Run 1, floorplan with the power grid:
Scale bar: 20 um. Pins as bars on the die edge.
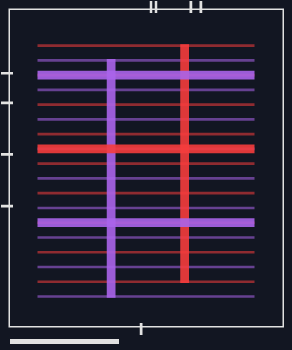
Run 1, cells coloured by class:
Fill, decap, tap and diode cells in grey.
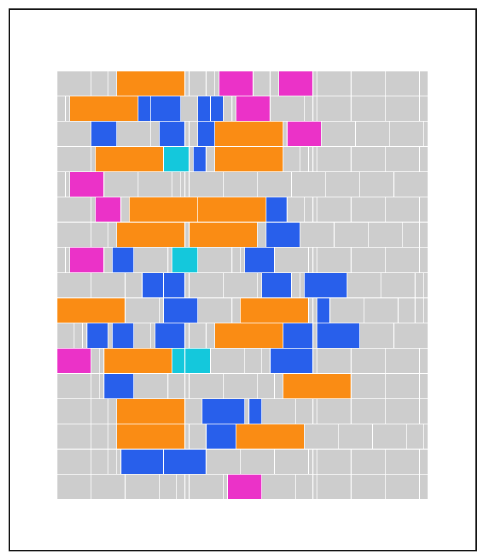
Run 1, clock network drawn from the DEF:
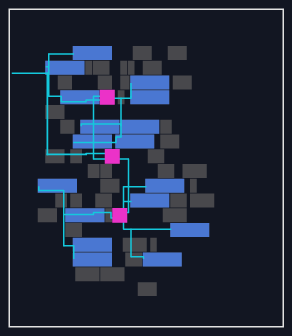
Run 1, routed metal, one colour a layer:
Scale bar: 20 um. Two of the layers only.
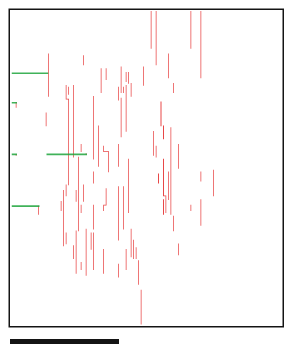
`src/rtl/sr_pkg.sv`:
```
// Shared definitions for the SR command path: the {s,r} command encoding
// used by the downstream SR flop, and the debounce counter width helper.
package sr_pkg;

  // {s,r} encodings, matching the case items of the downstream SR flop
  localparam logic [1:0] SR_CMD_NOP = 2'b00;
  localparam logic [1:0] SR_CMD_RST = 2'b01;
  localparam logic [1:0] SR_CMD_SET = 2'b10;

  // Width needed to count from 0 up to `cycles` inclusive
  function automatic int cnt_width(input int cycles);
    return $clog2(cycles + 1);
  endfunction

endpackage

```
`src/rtl/sr_debounce_chan.sv`:
```
// One button channel: synchroniser chain, debounce counter and rising-edge
// detect. lvl is the debounced level; rise is high for one cycle after lvl
// goes 0->1 (releases produce nothing).
module sr_debounce_chan
  import sr_pkg::*;
#(
  parameter int SYNC_STAGES     = 2,
  parameter int DEBOUNCE_CYCLES = 4
) (
  input  logic clk,
  input  logic reset,
  input  logic din,
  output logic lvl,
  output logic rise
);

  localparam int CW = cnt_width(DEBOUNCE_CYCLES);

  logic [SYNC_STAGES-1:0] sync_q, sync_d;
  logic [CW-1:0]          cnt_q, cnt_d;
  logic                   lvl_q, lvl_d;
  logic                   lvl_prev_q, lvl_prev_d;
  logic                   y;

  assign y = sync_q[SYNC_STAGES-1];

  // Next-state: shift the synchroniser, run the debounce counter, delay lvl
  always_comb begin
    sync_d     = {sync_q[SYNC_STAGES-2:0], din};
    cnt_d      = cnt_q;
    lvl_d      = lvl_q;
    lvl_prev_d = lvl_q;
    if (y == lvl_q) begin
      // any glitch back to the current level restarts qualification
      cnt_d = '0;
    end else if (cnt_q == CW'(DEBOUNCE_CYCLES - 1)) begin
      lvl_d = y;
      cnt_d = '0;
    end else begin
      cnt_d = cnt_q + CW'(1);
    end
  end

  // State registers with synchronous active-low clear
  always_ff @(posedge clk) begin
    if (!reset) begin
      sync_q     <= '0;
      cnt_q      <= '0;
      lvl_q      <= 1'b0;
      lvl_prev_q <= 1'b0;
    end else begin
      sync_q     <= sync_d;
      cnt_q      <= cnt_d;
      lvl_q      <= lvl_d;
      lvl_prev_q <= lvl_prev_d;
    end
  end

  assign lvl  = lvl_q;
  assign rise = lvl_q & ~lvl_prev_q;

endmodule

```
`src/rtl/sr_cmd_debounce.sv`:
```
// Command stage in front of the SR flop: two debounced button channels
// feeding a priority register that emits one-cycle s/r pulses, never both.
// Simultaneous presses give r and raise conflict.
// Optional: define SR_CONFLICT_CNT_EN to add conflict_cnt, a saturating
// 8-bit count of conflict pulses.
module sr_cmd_debounce
  import sr_pkg::*;
#(
  parameter int SYNC_STAGES     = 2,
  parameter int DEBOUNCE_CYCLES = 4
) (
  input  logic       clk,
  input  logic       reset,
  input  logic       set_btn,
  input  logic       rst_btn,
  output logic       s,
  output logic       r,
  output logic       conflict,
  output logic       set_lvl,
  output logic       rst_lvl
`ifdef SR_CONFLICT_CNT_EN
  ,
  output logic [7:0] conflict_cnt
`endif
);

  logic       set_rise, rst_rise;
  logic [1:0] cmd_q, cmd_d;
  logic       conflict_q, conflict_d;

  sr_debounce_chan #(
    .SYNC_STAGES    (SYNC_STAGES),
    .DEBOUNCE_CYCLES(DEBOUNCE_CYCLES)
  ) u_set_chan (
    .clk  (clk),
    .reset(reset),
    .din  (set_btn),
    .lvl  (set_lvl),
    .rise (set_rise)
  );

  sr_debounce_chan #(
    .SYNC_STAGES    (SYNC_STAGES),
    .DEBOUNCE_CYCLES(DEBOUNCE_CYCLES)
  ) u_rst_chan (
    .clk  (clk),
    .reset(reset),
    .din  (rst_btn),
    .lvl  (rst_lvl),
    .rise (rst_rise)
  );

  // Priority encode: reset press wins over a simultaneous set press
  always_comb begin
    cmd_d      = SR_CMD_NOP;
    conflict_d = set_rise & rst_rise;
    if (rst_rise) begin
      cmd_d = SR_CMD_RST;
    end else if (set_rise) begin
      cmd_d = SR_CMD_SET;
    end
  end

  // Output command registers
  always_ff @(posedge clk) begin
    if (!reset) begin
      cmd_q      <= SR_CMD_NOP;
      conflict_q <= 1'b0;
    end else begin
      cmd_q      <= cmd_d;
      conflict_q <= conflict_d;
    end
  end

  assign s        = cmd_q[1];
  assign r        = cmd_q[0];
  assign conflict = conflict_q;

`ifdef SR_CONFLICT_CNT_EN
  logic [7:0] conflict_cnt_q, conflict_cnt_d;

  // Saturating conflict counter, advancing together with the conflict flag
  always_comb begin
    conflict_cnt_d = conflict_cnt_q;
    if (conflict_d && (conflict_cnt_q != 8'hFF)) begin
      conflict_cnt_d = conflict_cnt_q + 8'd1;
    end
  end

  // Counter register
  always_ff @(posedge clk) begin
    if (!reset) begin
      conflict_cnt_q <= 8'd0;
    end else begin
      conflict_cnt_q <= conflict_cnt_d;
    end
  end

  assign conflict_cnt = conflict_cnt_q;
`endif

endmodule

```
`config.mk`:
```
export PLATFORM = sky130hd
export DESIGN_NAME = sr_cmd_debounce
export DESIGN_NICKNAME = d
export VERILOG_FILES = /design/src/rtl/sr_pkg.sv /design/src/rtl/sr_debounce_chan.sv /design/src/rtl/sr_cmd_debounce.sv
export SDC_FILE = /design/constraint.sdc
export NUM_CORES = 1
export LEC_CHECK = 0
export CAP_MARGIN = 20
export CORE_ASPECT_RATIO = 1.2
export CORE_MARGIN = 5
export CORE_UTILIZATION = 30
export DETAILED_ROUTE_END_ITERATION = 12
export PLACE_DENSITY = 0.5
export SYNTH_ARGS = -nofsm -noshare
export SYNTH_HDL_FRONTEND = slang
export SYNTH_SLANG_ARGS = --single-unit
```
`constraint.sdc`:
```
create_clock -name clk -period 1.8 [get_ports clk]
set_input_delay 0.36 -clock clk [delete_from_list [all_inputs] [get_ports clk]]
set_output_delay 0.36 -clock clk [all_outputs]
set_load 0.02 [all_outputs]
```
==> reports/notes.md, run 1 <==
• **port bufs** 8
• **final hold vios** 0
• **Net Sw Frac** 19.0%
• **clock skew after layout** 1.97 ps
• **inverters** 4
• **Clock transition at path regs** 80 ps
• **registers with the highest flip-flop counts** u_rst_chan.cnt_q: 3 flops, u_set_chan.cnt_q: 3 flops
• **logic depth of the worst path, buffers included** 1
• **total power per unit cell area** 827 nW/um^2
• **clk root buf** sky130_fd_sc_hd__clkbuf_4
• **number of global-route vias before repair** 352
• **Top Layout Cells** sky130_fd_sc_hd__dfxtp_1, sky130_fd_sc_hd__clkdlybuf4s50_1, sky130_fd_sc_hd__nor4b_1
• **Leading cell kind** flip-flops and latches
• **post-route minimum period** 1680 ps
• **Internal Pwr Total** 0.479 mW
• **final cell utilization of the core** 38.6%
• **chip width** 50.2 um
• **data-path buffer share of cell area in the final layout** 12.3%
• **Worst Path Required** 1440 ps
• **max-slew violation total from the final report** 0
• **dominant cells by area after synthesis** sky130_fd_sc_hd__dfxtp_1, sky130_fd_sc_hd__ha_1, sky130_fd_sc_hd__nor4b_1
• **most used logic cell in the final layout** sky130_fd_sc_hd__dfxtp_1
• **actual transition at the worst max-transition pin** 395 ps
• **final tally of setup violations** 0
• **buffers and inverters on the worst path** 1
• **yosys stat cell total** 48
• **Seq area share** 47.6%
• **combinational cell area excluding buffers and inverters** 221 um^2
• **Critical Path Max Stage Delay** 640 ps
• **total design power** 0.591 mW
• **unrepaired setup endpoints after global routing** false
• **number of cells traversed by the worst hold path** 1
• **GR met1 Demand/Resource** 7.05%
• **fraction of layout cells with a size suffix above 1** 11.7%
• **Worst path top cell family by delay** buffers and inverters
• **max_cap viols** 0
• **Max clock buf depth** 2
• **number of H-tree levels** 1
• **number of antenna violations at the first check in global routing** 0
• **global-route congestion overflow total** 0
• **Inserted Diodes** 0
• **area share of the largest cell type after synthesis** 58.5%
• **combinational group share of total power** 3.1%
• **result of the run** complete, no violations
• **setup bufs post-CTS** 0
• **Nets** 69
• **Seq pwr share** 64.9%
• **stage-log warning count** 26
• **wire length on met2** 366 um
• **Worst Hold Class** register to register
• **peak clock frequency supported by timing** 594 MHz
• **global-route track usage on met2** 9.69%
• **number of iterations in the first detailed-routing pass** 3
• **power in sequential cells** 0.383 mW
• **global routing usage summed across all routing layers** 6.46%
• **Syn. warnings** 0
• **instance tally after logic synthesis** 48
• **Worst setup EP type** output port
• **uppermost layer routed** met4
• **element type at the critical path start** register
• **Reg-to-Reg End** u_set_chan.cnt_q[2]
• **worst reg2reg path startpoint** u_set_chan.cnt_q[0]
• **busiest metal layer after global routing** met2
• **number of sequential cells** 17
• **biggest power consumer among the groups** registers
• **remaining antenna violation count** 0
• **post-synthesis average cell area** 12.1 um^2
• **fraction of the yosys area taken by sequential cells** 58.5%
• **Leak** 0.273 nW
• **register area** 340 um^2
• **WL met1** 385 um
• **dominant cell by count in the synthesized netlist** sky130_fd_sc_hd__dfxtp_1
• **combinational logic power** 0.0182 mW
• **Max stage delay cell, worst path** sky130_fd_sc_hd__clkdlybuf4s50_1
• **Resized Gates After CTS** 0
• **area of the die** 2920 um^2
• **Period Utilization, post-route** 93.6%
• **FP Rows** 17
• **core area** 1850 um^2
• **Vias/cell** 4.49
• **HP Start** u_set_chan.lvl_prev_q
• **residual DRC count** 0
• **Post-synth ARST share** 0%
• **sum of negative setup slack** 0 ps
• **power spent charging and discharging nets** 0.112 mW
Notes on 'floorplan with the power grid' above:
Red stands for VDD. Purple stands for VSS.
3 straps on met5. The core has 17 rows. 2 straps on met4.
Die Ht: 58.2 um
Peak VDD IR: 0.390 mV

Notes on 'cells coloured by class' above:
Cyan stands for clock drivers and dummy loads, cells 4, share of their area 3.8%. Magenta stands for other buffers and delay cells, cells 9, share of their area 13%. Orange stands for flip-flops, cells 17, share of their area 49%. Blue stands for all other logic, cells 30, share of their area 34%.

Notes on 'clock network drawn from the DEF' above:
Magenta stands for cells driving clock nets, count 3. Cyan stands for clock wires, length 183 um. Blue stands for flip-flops, count 17.
There are 4 routed clock nets.
Clk. pwr: 0.189 mW
clk ins delay skew pair: 280 ps
clock share of power: 32.0%

Notes on 'routed metal, one colour a layer' above:
Green stands for met3, wire length 19.8 um. Red stands for met2, wire length 367 um.

run 1: through the flow:
stage | setup WS, ps | std cells | area [um^2] | hold slack [ps]
after floorplan | 722 | 48 | 582 | 392
after global placement | 247 | 75 | 688 | 406
after detailed placement | 197 | 75 | 688 | 405
after CTS | 95.8 | 79 | 714 | 418
after global routing | 23.7 | 79 | 714 | 451
final | 115 | 79 | 714 | 413
run 1: cell families (layout without fill, tap and decap cells):
group,after synthesis,in the layout,synth area share [%]
xor+xnor,2,2,3.01
flops,17,17,58.5
compound gates,1,1,0.859
buf+inv,5,17,3.44
mux,2,2,3.44
fa+ha+maj,4,4,8.60
simple gates,17,17,22.1
==> run 2, diff against run 1 <==
==> constraint.sdc (replaced) <==
create_clock -name clk -period 1.8 [get_ports clk]
set_input_delay 0.45 -clock clk [delete_from_list [all_inputs] [get_ports clk]]
set_output_delay 0.45 -clock clk [all_outputs]
set_load 0.02 [all_outputs]
Run 2, cells coloured by class:
Fill, decap, tap and diode cells in grey.
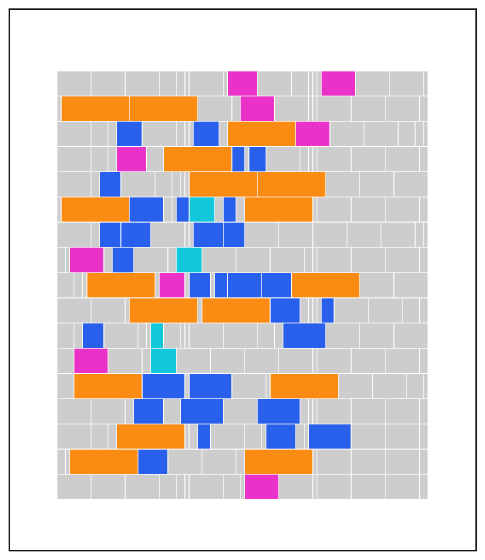
FP Rows: 17
area of all placed cells without fillers: 712 um^2

Run 2, routed metal, one colour a layer:
Scale bar: 20 um. Two of the layers only.
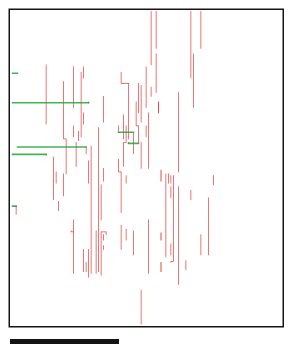
Green stands for met3, wire length 39.1 um. Red stands for met2, wire length 454 um.
global routing usage summed across all routing layers: 7.40%
drt total wl: 887 um
drt wl/cell: 11.2 um

==> reports/notes.md, run 2 <==
• **clock share of power** 32.5%, +0.5 points
• **setup bufs post-CTS** 0, unchanged
• **final cell utilization of the core** 38.5%, -0.14 points
• **GR met1 Demand/Resource** 7.51%, +0.46 points
• **registers with the highest flip-flop counts** u_rst_chan.cnt_q: 3 flops, u_set_chan.cnt_q: 3 flops
• **most used logic cell in the final layout** sky130_fd_sc_hd__dfxtp_1
• **fraction of layout cells with a size suffix above 1** 11.7%, unchanged
• **Max stage delay cell, worst path** sky130_fd_sc_hd__clkdlybuf4s50_1
• **total power per unit cell area** 840 nW/um^2, +1.5%
• **number of H-tree levels** 1, unchanged
• **yosys stat cell total** 48, unchanged
• **clock skew after layout** 0.651 ps, -1.32 ps
• **Inserted Diodes** 0, unchanged
• **busiest metal layer after global routing** met2
• **Reg-to-Reg End** u_set_chan.cnt_q[0]
• **cell count after placement** 75, unchanged
• **number of antenna violations at the first check in global routing** 0, unchanged
• **unrepaired setup endpoints after global routing** false
• **max-slew violation total from the final report** 0, unchanged
• **Net Sw Frac** 19.7%, +0.69 points
• **global-route track usage on met2** 12.6%, +2.9 points
• **Final WS setup** 156 ps, +40.6 ps
• **dominant cells by area after synthesis** sky130_fd_sc_hd__dfxtp_1, sky130_fd_sc_hd__ha_1, sky130_fd_sc_hd__nor4b_1
• **final hold vios** 0, unchanged
• **peak clock frequency supported by timing** 608 MHz, +2.5%
• **Worst Path Required** 1350 ps, -90 ps
• **post-synthesis average cell area** 12.1 um^2, unchanged
• **result of the run** complete, no violations
• **Post-synth ARST share** 0%, unchanged
• **Worst path top cell family by delay** buffers and inverters
• **Leak** 0.283 nW, +3.3%
• **Seq pwr share** 64.2%, -0.7 points
• **element type at the critical path start** register
• **max_cap viols** 0, unchanged
• **area share of the largest cell type after synthesis** 58.5%, unchanged
• **actual transition at the worst max-transition pin** 265 ps, -130 ps
• **WL met1** 381 um, -1.0%
• **port bufs** 8, unchanged
• **combinational group share of total power** 3.4%, +0.3 points
• **logic depth of the worst path, buffers included** 1, unchanged
• **core area** 1850 um^2, unchanged
==> run 2: cell counts after synthesis <==
No cell type changed its count.
==> run 2: metrics by stage <==
stage                     total power, mW  hold slack, ps
after global routing                0.630             465
after detailed placement            0.413             422
final                               0.598             428
after floorplan                     0.402             392
after global placement              0.413             415
after CTS                           0.610             436
==> run 2: layout make-up <==
type	count	area, um^2	area share (%)
clock buffers	4	26.3	3.69
inverters	4	15.0	2.11
multi-input cells	26	221	31.1
flip-flops and latches	17	340	47.8
well taps	19	23.8	3.34
repair buffers	9	85.1	12.0
==> run 2: logic make-up after synthesis <==
group,synth area share (%)
XOR/XNOR,3.01
AND/OR/NAND/NOR,22.1
AND-OR/OR-AND,0.859
flip-flops,58.5
adder cells (fa/ha/maj),8.60
buffers and inverters,3.44
multiplexers,3.44
Power is estimated from default activity; no workload was simulated.
